**src/rtl/core_pkg.sv**
```systemverilog
// rtl/core_pkg.sv - shared core types and constants for the fetch stage
// Purpose: common widths, the NOP encoding, the fetch entry layout and the boot address.
package core_pkg;

  localparam int XLEN = 32;
  localparam int ILEN = 32;

  localparam logic [ILEN-1:0] RV_NOP            = 32'h0000_0013;
  localparam logic [XLEN-1:0] BOOT_ADDR_DEFAULT = 32'h0000_0004;

  // One prefetch entry: the fetched word and the byte PC it came from.
  typedef struct packed {
    logic [ILEN-1:0] instr;
    logic [XLEN-1:0] pc;
  } fetch_entry_t;

endpackage

```
**src/rtl/fetch_fifo.sv**
```systemverilog
// rtl/fetch_fifo.sv - small prefetch FIFO with flush
// Purpose: buffers fetched entries between the SRAM and decode.
// Ports:
//   clk_i, rst_i     clock, synchronous active-high reset
//   push_i, data_i   write an entry (caller guarantees room)
//   pop_i            consume the head (caller guarantees not empty)
//   flush_i          discard all entries; wins over push
//   full_o, empty_o  occupancy status
//   head_o           head entry; holds the last head value while empty
module fetch_fifo #(
  parameter int DEPTH = 2,
  parameter int W     = 64
) (
  input  logic         clk_i,
  input  logic         rst_i,
  input  logic         push_i,
  input  logic [W-1:0] data_i,
  input  logic         pop_i,
  input  logic         flush_i,
  output logic         full_o,
  output logic         empty_o,
  output logic [W-1:0] head_o
);

  localparam int AW = $clog2(DEPTH);

  logic [W-1:0] mem [DEPTH];
  logic [AW-1:0] rd_ptr_q, wr_ptr_q;
  logic [AW:0]   count_q;
  logic [W-1:0]  last_q;

  assign full_o  = (count_q == (AW+1)'(DEPTH));
  assign empty_o = (count_q == '0);
  // Once drained, the output keeps showing the most recent head instead of a stale slot.
  assign head_o  = empty_o ? last_q : mem[rd_ptr_q];

  always_ff @(posedge clk_i) begin
    if (rst_i) begin
      rd_ptr_q <= '0;
      wr_ptr_q <= '0;
      count_q  <= '0;
      last_q   <= '0;
      for (int i = 0; i < DEPTH; i++) mem[i] <= '0;
    end else begin
      if (!empty_o) last_q <= mem[rd_ptr_q];
      if (flush_i) begin
        rd_ptr_q <= '0;
        wr_ptr_q <= '0;
        count_q  <= '0;
      end else begin
        if (push_i) begin
          mem[wr_ptr_q] <= data_i;
          wr_ptr_q      <= wr_ptr_q + 1'b1;
        end
        if (pop_i) rd_ptr_q <= rd_ptr_q + 1'b1;
        case ({push_i, pop_i})
          2'b10:   count_q <= count_q + 1'b1;
          2'b01:   count_q <= count_q - 1'b1;
          default: count_q <= count_q;
        endcase
      end
    end
  end

endmodule

```
**src/rtl/instr_fetch_unit.sv**
```systemverilog
// rtl/instr_fetch_unit.sv - fetch stage: PC, SRAM requests, prefetch FIFO to decode
// Purpose: holds the PC, reads the word-addressed instruction SRAM and offers words to decode.
// Ports:
//   clk_i, rst_i                       clock, synchronous active-high reset
//   fetch_en_i                         allow new requests
//   instr_req_o/we_o/addr_o/rdata_i    SRAM interface (combinational read data)
//   branch_i, branch_target_i          one-cycle redirect from execute
//   instr_valid_o, instr_ready_i       decode handshake
//   instr_o, instr_pc_o                head word and its byte PC
module instr_fetch_unit
  import core_pkg::*;
#(
  parameter logic [31:0] BOOT_ADDR  = BOOT_ADDR_DEFAULT,
  parameter int          FIFO_DEPTH = 2
) (
  input  logic        clk_i,
  input  logic        rst_i,
  input  logic        fetch_en_i,
  output logic        instr_req_o,
  output logic        instr_we_o,
  output logic [31:0] instr_addr_o,
  input  logic [31:0] instr_rdata_i,
  input  logic        branch_i,
  input  logic [31:0] branch_target_i,
  output logic        instr_valid_o,
  input  logic        instr_ready_i,
  output logic [31:0] instr_o,
  output logic [31:0] instr_pc_o
);

  logic [31:0]  pc_q;
  logic         fifo_full, fifo_empty;
  logic         pop, room;
  fetch_entry_t push_entry, head_entry;

  assign instr_valid_o = ~fifo_empty & ~rst_i;
  assign pop           = instr_valid_o & instr_ready_i;
  // A pop in the same cycle frees a slot, so a full FIFO keeps streaming.
  assign room          = ~fifo_full | pop;
  assign instr_req_o   = fetch_en_i & room & ~branch_i & ~rst_i;
  assign instr_we_o    = 1'b0;
  assign instr_addr_o  = {2'b00, pc_q[31:2]};

  assign push_entry = '{instr: instr_rdata_i, pc: pc_q};

  assign instr_o    = rst_i ? 32'h0 : head_entry.instr;
  assign instr_pc_o = rst_i ? 32'h0 : head_entry.pc;

  always_ff @(posedge clk_i) begin
    if (rst_i)            pc_q <= BOOT_ADDR;
    else if (branch_i)    pc_q <= {branch_target_i[31:2], 2'b00};
    else if (instr_req_o) pc_q <= pc_q + 32'd4;
  end

  fetch_fifo #(
    .DEPTH (FIFO_DEPTH),
    .W     ($bits(fetch_entry_t))
  ) u_fifo (
    .clk_i   (clk_i),
    .rst_i   (rst_i),
    .push_i  (instr_req_o),
    .data_i  (push_entry),
    .pop_i   (pop),
    .flush_i (branch_i),
    .full_o  (fifo_full),
    .empty_o (fifo_empty),
    .head_o  (head_entry)
  );

endmodule

```
**config.mk**
```make
export PLATFORM = sky130hd
export DESIGN_NAME = instr_fetch_unit
export DESIGN_NICKNAME = d
export VERILOG_FILES = /design/src/rtl/core_pkg.sv /design/src/rtl/fetch_fifo.sv /design/src/rtl/instr_fetch_unit.sv
export SDC_FILE = /design/constraint.sdc
export NUM_CORES = 1
export LEC_CHECK = 0
export ABC_AREA = 1
export ABC_CLOCK_PERIOD_IN_PS = 3100
export CAP_MARGIN = 20
export CORE_MARGIN = 2
export CORE_UTILIZATION = 45
export CTS_CLUSTER_DIAMETER = 80
export DETAILED_ROUTE_END_ITERATION = 7
export GPL_ROUTABILITY_DRIVEN = 0
export PLACE_DENSITY = 0.72
export SYNTH_ARGS = -nofsm -noshare
export SYNTH_HDL_FRONTEND = slang
export SYNTH_SLANG_ARGS = --single-unit
```
**constraint.sdc**
```tcl
create_clock -name clk_i -period 3.1 [get_ports clk_i]
set_input_delay 0.62 -clock clk_i [delete_from_list [all_inputs] [get_ports clk_i]]
set_output_delay 0.62 -clock clk_i [all_outputs]
set_load 0.005 [all_outputs]
```
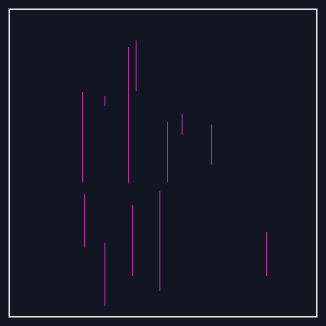
run_1/layer_met4.png
Scale: 2 px per um.
The layer carries 367 um of wire. The layer holds 1.6% of the routed length. 7 nets have wire on it.

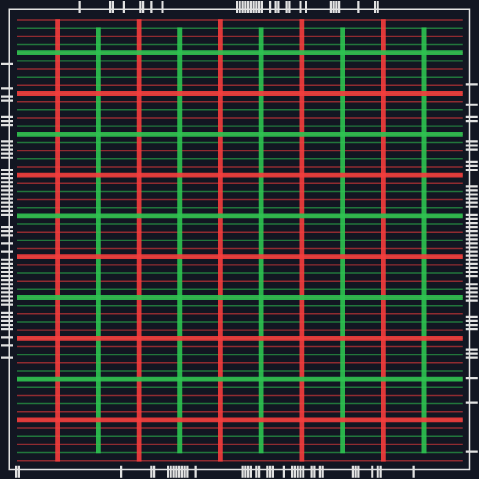
run_1/power_grid.png
Scale: 3 px per um. Pins as bars on the die edge.
Key: VDD = green; VSS = red
55 met1 rails follow the rows. 10 straps on met4. 168 signal pins sit on the boundary. The core has 54 rows.
Peak VDD IR: 0.329 mV
chip width: 153 um
die height: 153 um
Core ar.: 0.0218 mm2

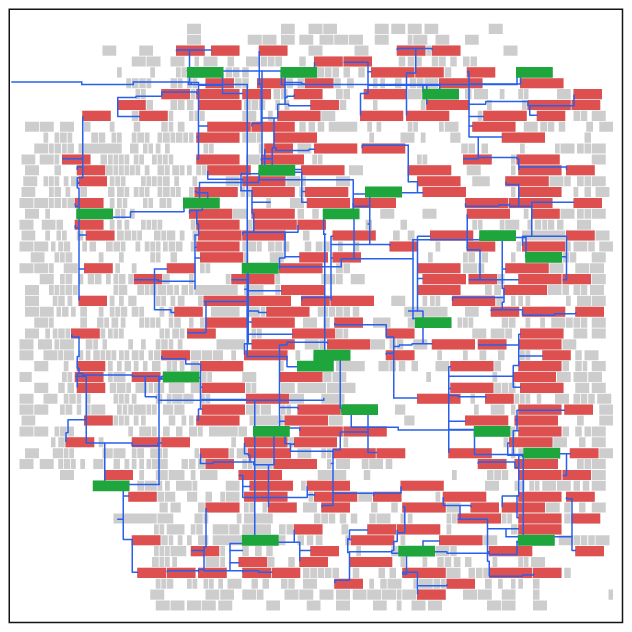
run_1/clk_routes.png
Scale: 4 px per um.
Key: clock wires = blue [length 2,640 um]; flip-flops = red [count 223]; clock drivers = green [count 24]
There are 25 routed clock nets.
Setup Skew: 0.0172 ns
clock network power: 0.00304 W

==> reports/metrics.cfg, run 1 <==
[drt]
maxUsedRoutingLayer=met4
post_drt_wl_per_cell_um=15.2
wl_met2_mm=11.4
wl_mm=23.7
drt-initial-drc-count=436

[global_route]
overflow=0
grtUsageMet1_pct=26.9

[worst_setup_path]
worstSetupPathType=flop to primary output
crit_end=instr_pc_o[20]
cp_common_cell=inv_2
critPathBufInv=5
ff2ff_path_depth=10
startpoint_type=flop
crit_cells=8

[placed_design]
placed_cells=1511
port-buffer-count=162

[clock_network]
cts_resized=1
clk_pin_slew_ns=0.06
clock_latency_ns=0.52

[final_layout]
top_register=u_fifo.mem

[sta]
fin_tns_setup_ns=0
hold_viol_final=0

[floorplan]
fp_util_pct=45.8

[power]
p_switching_w=0.00148
swShare_pct=21.6
power_frac_comb_pct=7.4

[run_status]
outcome=complete, no violations

[synthesis]
ys_sh_mux_pct=6.22

==> run 2: changes to the inputs <==
--- a/config.mk
+++ b/config.mk
@@ -6,7 +6,6 @@
 export NUM_CORES = 1
 export LEC_CHECK = 0
 export ABC_AREA = 1
-export ABC_CLOCK_PERIOD_IN_PS = 3100
 export CAP_MARGIN = 20
 export CORE_MARGIN = 2
 export CORE_UTILIZATION = 45
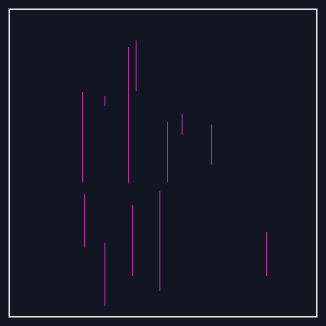
run_2/layer_met4.png
Scale: 2 px per um.
7 nets have wire on it. The longest straight run is 68.0 um.
vias after detailed routing: 7,882
final wirelength: 23.7 mm

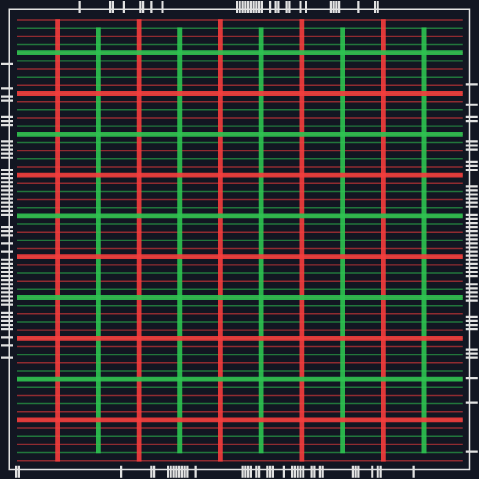
run_2/power_grid.png
Scale: 3 px per um. Pins as bars on the die edge.
Key: VDD = green; VSS = red
10 straps on met4. 168 signal pins sit on the boundary. 10 straps on met5. The core has 54 rows. 55 met1 rails follow the rows.

==> run 2 against run 1 <==
  * Design area stayed put
  * Register-to-register slack about the same
  * Clock skew did not move
  * Combinational power about the same
  * Sequential power hardly changed
  * Worst hold slack stayed put
  * Sequential cell count unchanged
  * Setup slack unchanged
  * Fmax unchanged
  * Area after synthesis did not move
  * Largest cell class unchanged
==> reports/metrics.cfg, run 2 <==
[final_layout]
layout.area.comb_mm2=0.00355
top_register=u_fifo.mem
n_antenna_cell=0
drive_gt1_share_pct=7.76
largest_register_ffs=124
fill_cells=1820
post-route-util_pct=59.1
inv_count=107

[power]
swShare_pct=21.6
max-vdd-ir-drop_mv=0.329
clock_net_power_w=0.00304
p_switching_w=0.00148
power_frac_comb_pct=7.4
p_seq_w=0.00329

[min_path]
hp-class=flop to flop

[worst_setup_path]
cp_common_cell=inv_2
startpoint_type=flop
critPathBufInv=5
worstSetupPathType=flop to primary output
ff2ff_path_depth=10
crit_chain=inv_2 -> nand2_4 -> inv_2 -> nor2_4 -> inv_2 -> buf_12 -> o21ai_0 -> clkdlybuf4s50_1
crit_cells=8
crit_end=instr_pc_o[20]

[sta]
finClkSkew_ns=0.0172
hold_viol_final=0
fin_tns_setup_ns=0
rsz0062_at_grt=false

[drt]
drt-initial-drc-count=436
post_drt_wl_per_cell_um=15.2
maxUsedRoutingLayer=met4
wl_met2_mm=11.4

[run_status]
outcome=complete, no violations

[placed_design]
placed_cells=1511
port-buffer-count=162

[global_route]
overflow=0
grtUsageMet1_pct=26.9

[floorplan]
die_height_um=153
die_w_um=153
core-area_mm2=0.0218

[clock_network]
clk_pin_slew_ns=0.06
clock_latency_ns=0.52
cts_resized=1

[run]
log.warning_count=28

[synthesis]
ys_sh_mux_pct=6.22

run_2/cell_density.png
Scale: 2 px per um. 15 x 15 tiles, from white (low) to dark blue (high), 0 to 100% covered.
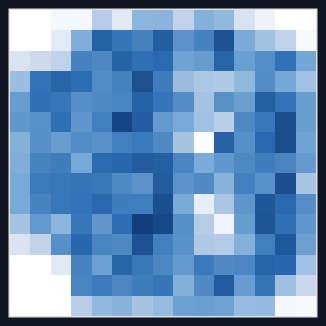

==> run 3: changes to the inputs <==
--- a/config.mk
+++ b/config.mk
@@ -11,8 +11,8 @@
 export CORE_UTILIZATION = 45
 export CTS_CLUSTER_DIAMETER = 80
 export DETAILED_ROUTE_END_ITERATION = 7
+export DONT_BUFFER_PORTS = 1
 export GPL_ROUTABILITY_DRIVEN = 0
-export PLACE_DENSITY = 0.72
 export SYNTH_ARGS = -nofsm -noshare
 export SYNTH_HDL_FRONTEND = slang
 export SYNTH_SLANG_ARGS = --single-unit
==> constraint.sdc (replaced) <==
create_clock -name clk_i -period 3 [get_ports clk_i]
set_input_delay 0.6 -clock clk_i [delete_from_list [all_inputs] [get_ports clk_i]]
set_output_delay 0.6 -clock clk_i [all_outputs]
set_load 0.005 [all_outputs]
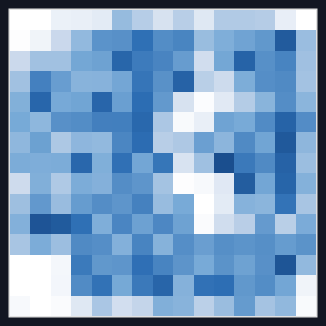
run_3/cell_density.png
Scale: 2 px per um. 15 x 15 tiles, from white (low) to dark blue (high), 0 to 100% covered.
5.3% of the tiles are nearly empty. The fullest tile reaches 88%. The mean over all tiles is 46%.
final core occ: 51.2%
fp_density: 45.8%

==> run 3 against run 2 <==
  * Clock skew shrank 0.0081 ns
  * Sequential cell count unchanged
  * Area after synthesis is the same
  * Register-to-register slack got worse by 0.48 ns
  * Utilization down 7.8 points
  * Combinational power fell by 36%
  * Die size is the same
  * Via count down 9.0%
  * Wire length down 4.7%
  * Global-route usage shrank 1.4 points
  * Synthesized cell count is the same
==> reports/metrics.cfg, run 3 <==
[drt]
drt-initial-drc-count=494
wl_met2_mm=10.8
maxUsedRoutingLayer=met4
post_drt_wl_per_cell_um=16.2

[final_layout]
inv_count=107
top_register=u_fifo.mem
layout.area.comb_mm2=0.00355
fill_cells=2018

[worst_setup_path]
crit_cells=8
critPathBufInv=5
crit_end=instr_pc_o[10]
worstSetupPathType=flop to primary output
ff2ff_path_depth=10

[clock_network]
cts_resized=0

[power]
p_seq_w=0.00341
swShare_pct=21.7
power_frac_comb_pct=4.8
p_switching_w=0.00149

[sta]
finClkSkew_ns=0.00905
fin_tns_setup_ns=0
hold_viol_final=0

[floorplan]
die_height_um=153
die_w_um=153

[run_status]
outcome=complete, no violations

[synthesis]
ys_sh_mux_pct=6.22

[global_route]
grtUsageMet1_pct=25.5

[run]
log.warning_count=30

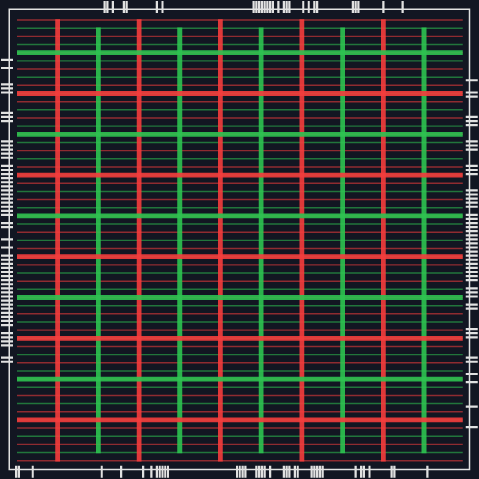
run_3/power_grid.png
Scale: 3 px per um. Pins as bars on the die edge.
Key: VDD = green; VSS = red
55 met1 rails follow the rows. 168 signal pins sit on the boundary.

Power and IR drop assume default switching activity.
